## src/rtl/rs_ctrl_pkg.sv

```systemverilog
// Shared constants for the RS flip-flop command arbiter: FSM encoding, opcodes
// and the pulse-counter width rule.
package rs_ctrl_pkg;

    localparam logic [1:0] IDLE   = 2'd0;
    localparam logic [1:0] PULSE  = 2'd1;
    localparam logic [1:0] SETTLE = 2'd2;

    localparam logic OP_SET = 1'b1;
    localparam logic OP_RST = 1'b0;

    // Counter must be able to hold the value PULSE_CYC itself.
    function automatic int cnt_width(input int pulse_cyc);
        return $clog2(pulse_cyc + 1);
    endfunction

endpackage

```

## src/rtl/rr_arbiter.sv

```systemverilog
// Round-robin arbiter: combinational one-hot grant searching upward from a
// registered pointer; the pointer moves past the winner when en is high.
module rr_arbiter #(
    parameter int N = 4
) (
    input  logic         clk,
    input  logic         rst_n,
    input  logic [N-1:0] req,
    input  logic         en,
    output logic [N-1:0] grant
);

    localparam int PW = (N > 1) ? $clog2(N) : 1;

    logic [PW-1:0] ptr;
    logic [PW-1:0] win;
    logic [PW:0]   cand;
    logic          found;

    always_comb begin
        win   = '0;
        cand  = '0;
        found = 1'b0;
        for (int i = 0; i < N; i++) begin
            cand = {1'b0, ptr} + (PW+1)'(i);
            if (cand >= (PW+1)'(N)) cand = cand - (PW+1)'(N);
            if (!found && req[cand[PW-1:0]]) begin
                found = 1'b1;
                win   = cand[PW-1:0];
            end
        end
        grant = found ? (N'(1) << win) : '0;
    end

    always_ff @(posedge clk or negedge rst_n) begin
        if (!rst_n) begin
            ptr <= '0;
        end else if (en) begin
            ptr <= (win == PW'(N - 1)) ? '0 : win + PW'(1);
        end
    end

endmodule

```

## src/rtl/rs_cmd_arbiter.sv

```systemverilog
// Arbitrates set/reset commands from NREQ requesters onto a bank of NFF RS
// flip-flops, never driving s and r together. Define RS_CMD_VERIFY_EN to build the q-readback check.
module rs_cmd_arbiter
    import rs_ctrl_pkg::*;
#(
    parameter int NREQ      = 4,
    parameter int NFF       = 8,
    parameter int PULSE_CYC = 2,
    localparam int IDXW     = $clog2(NFF)
) (
    input  logic                 clk,
    input  logic                 rst_n,
    input  logic [NREQ-1:0]      req_valid,
    input  logic [NREQ-1:0]      req_op,
    input  logic [NREQ*IDXW-1:0] req_idx,
    output logic [NREQ-1:0]      req_ready,
    output logic [NFF-1:0]       ff_s,
    output logic [NFF-1:0]       ff_r,
    input  logic [NFF-1:0]       ff_q,
    output logic                 busy,
    output logic                 err
);

    localparam int CW = cnt_width(PULSE_CYC);

    logic [1:0]      state;
    logic            op_q;
    logic [IDXW-1:0] idx_q;
    logic [CW-1:0]   cnt;

    logic [NREQ-1:0] grant;
    logic            xfer;
    logic            win_op;
    logic [IDXW-1:0] win_idx;
    logic [NFF-1:0]  sel_mask;

    // Requests are only presented to the arbiter in IDLE, so grant doubles as req_ready.
    rr_arbiter #(.N(NREQ)) u_arb (
        .clk   (clk),
        .rst_n (rst_n),
        .req   (req_valid & {NREQ{state == IDLE}}),
        .en    (xfer),
        .grant (grant)
    );

    assign req_ready = grant;
    assign xfer      = |grant;
    assign busy      = (state != IDLE);

    always_comb begin
        win_op  = 1'b0;
        win_idx = '0;
        for (int k = 0; k < NREQ; k++) begin
            if (grant[k]) begin
                win_op  = win_op | req_op[k];
                win_idx = win_idx | req_idx[k*IDXW +: IDXW];
            end
        end
    end

    assign sel_mask = NFF'(1) << win_idx;

    always_ff @(posedge clk or negedge rst_n) begin
        if (!rst_n) begin
            state <= IDLE;
            ff_s  <= '0;
            ff_r  <= '0;
            op_q  <= 1'b0;
            idx_q <= '0;
            cnt   <= '0;
        end else begin
            case (state)
                IDLE: begin
                    if (xfer) begin
                        op_q  <= win_op;
                        idx_q <= win_idx;
                        cnt   <= CW'(1);
                        if (32'(win_idx) < NFF) begin
                            state <= PULSE;
                            ff_s  <= sel_mask & {NFF{win_op == OP_SET}};
                            ff_r  <= sel_mask & {NFF{win_op == OP_RST}};
                        end else begin
                            state <= SETTLE;
                        end
                    end
                end
                PULSE: begin
                    if (cnt == CW'(PULSE_CYC)) begin
                        ff_s  <= '0;
                        ff_r  <= '0;
                        state <= SETTLE;
                    end else begin
                        cnt <= cnt + CW'(1);
                    end
                end
                SETTLE:  state <= IDLE;
                default: state <= IDLE;
            endcase
        end
    end

`ifdef RS_CMD_VERIFY_EN
    logic idx_in_range;
    assign idx_in_range = (32'(idx_q) < NFF);

    always_ff @(posedge clk or negedge rst_n) begin
        if (!rst_n) begin
            err <= 1'b0;
        end else if (state == SETTLE && (!idx_in_range || ff_q[idx_q] != op_q)) begin
            err <= 1'b1;
        end
    end
`else
    logic unused_q;
    assign unused_q = ^ff_q;
    assign err      = 1'b0;
`endif

endmodule

```

## config.mk

```make
export PLATFORM = sky130hd
export DESIGN_NAME = rs_cmd_arbiter
export DESIGN_NICKNAME = d
export VERILOG_FILES = /design/src/rtl/rs_ctrl_pkg.sv /design/src/rtl/rr_arbiter.sv /design/src/rtl/rs_cmd_arbiter.sv
export SDC_FILE = /design/constraint.sdc
export NUM_CORES = 1
export LEC_CHECK = 0
export CORE_ASPECT_RATIO = 1.75
export CORE_UTILIZATION = 47
export DETAILED_ROUTE_END_ITERATION = 8
export PLACE_DENSITY = 0.92
export RECOVER_POWER = 100
export REMOVE_ABC_BUFFERS = 1
export SLEW_MARGIN = 10
export SYNTH_ARGS = -nofsm -noshare
export SYNTH_HDL_FRONTEND = slang
export SYNTH_HIERARCHICAL = 1
export SYNTH_SLANG_ARGS = --single-unit
```

## constraint.sdc

```tcl
create_clock -name clk -period 4.59 [get_ports clk]
set_input_delay 0.918 -clock clk [delete_from_list [all_inputs] [get_ports clk]]
set_output_delay 0.918 -clock clk [all_outputs]
set_load 0.01 [all_outputs]
```

Figure 1. Cell classes on the final placement.
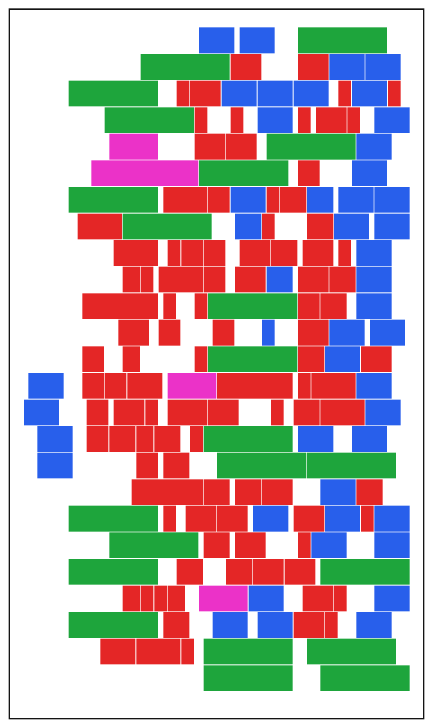
clock drivers and dummy loads -> magenta  # cells 4, share of their area 4.0%
remaining logic cells -> red  # cells 100, share of their area 41%
registers -> green  # cells 22, share of their area 31%
remaining buffers and delay cells -> blue  # cells 46, share of their area 25%

==> commit_impl_results.txt <==
Add synthesis and place-and-route results

- Register area: between 500 and 600 sq um
- Per the post-route antenna check, the number of violating nets is 0.
- Worst setup slack for register-to-register paths: 1.27 ns
* Number of antenna violations at the first check in global routing: 0
- Layout Cell Area excl Fill: 0.00184 sq mm
- Fraction of final layout cells with drive strength greater than 1: 8.72%
- According to the report, the first pass of detailed routing completed in 4 iterations.
- Yosys warnings: 6
- Fill count: 201
- Total die size: around 0.0031 sq mm
* Worst-case clock buffer depth: 2
- Combinational fraction of the cell area: 35.7%
- Grouping non-sequential cells by family puts the most area in AND-OR/OR-AND gates.
- Last weighted congestion value of the routability-driven placer: 0.985
- Sequential element share of the synthesized area: 41.3%
* Num tapcells: 27
* Most used cell, CP: sky130_fd_sc_hd__dlygate4sd3_1
- Worst flop-to-flop path endpoint: ff_s[3]
- Timing startpoint of the critical path: req_valid[0]
- Htree depth: 1
* Post-synthesis cell area: between 0.001 and 0.0015 sq mm
- STA lists the maximum fanout along the critical path as 5.
- Mean instance size in the synthesized netlist: 10.7 sq um
* Adder-cell share of the synthesized area: 4.69%
* Setup repair bufs after CTS: 0
- Registers represent a cell area share of 30.0%.
- Worst setup EP type: output pin
* Xor/xnor cell area share of the yosys netlist: 0%
- The analysis attributes to cell leakage a power of 0.812 nW.
- Max-Cap Viols: 0
- The worst-case max-slew headroom was logged as 33.0%.
- Final routed DRC violation total: 0
* Worst hold endpoint: ff_r[5]
- Number of non-clock buffers: about 46
* Number of placed instances, taps included: 195
- Cell type with the largest total area: sky130_fd_sc_hd__dfrtp_1
* Result of the run: finished, final reports clean
* Post-synthesis compound-gate area fraction: 32.0%
- Synthesis produced a netlist whose cell count is 125.
* OpenROAD warning count: 36
- The area growth from synthesis to layout is 37.6%.
Figure 2. Sizing map.
Scale bar: 10 um.
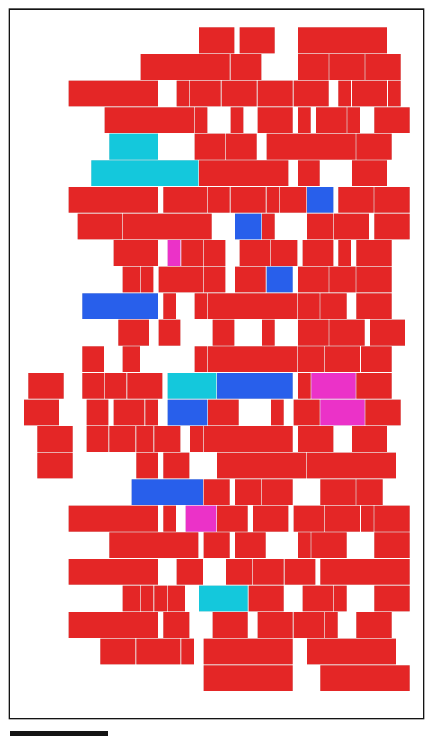
x2 -> magenta  # cells 4
x1 and smaller -> red  # cells 157
x3 and x4 -> blue  # cells 7
x6 and larger -> cyan  # cells 4

cell usage after synthesis, drive strengths merged, types with 4 or more instances:
cell / instances
o41ai: 4
a22o: 4
inv: 21
o211ai: 6
o32ai: 12
a22oi: 8
dfrtp: 22
ha: 5
nor2b: 4
nand2: 5
and2: 6
registers in the layout (all words and copies together), names as in the netlist:
name,flops
u_arb/ptr,2
ff_r,8
state,2
ff_s,8
cnt,2
power breakdown:
group          leakage (nW)  internal (mW)  switching (mW)  total (mW)
clock                0.0357          0.117          0.0681       0.185
combinational         0.483          0.304           0.430       0.733
sequential            0.293          0.259          0.0480       0.307
Power figures rest on the tool's default switching activity, not on a simulated workload.
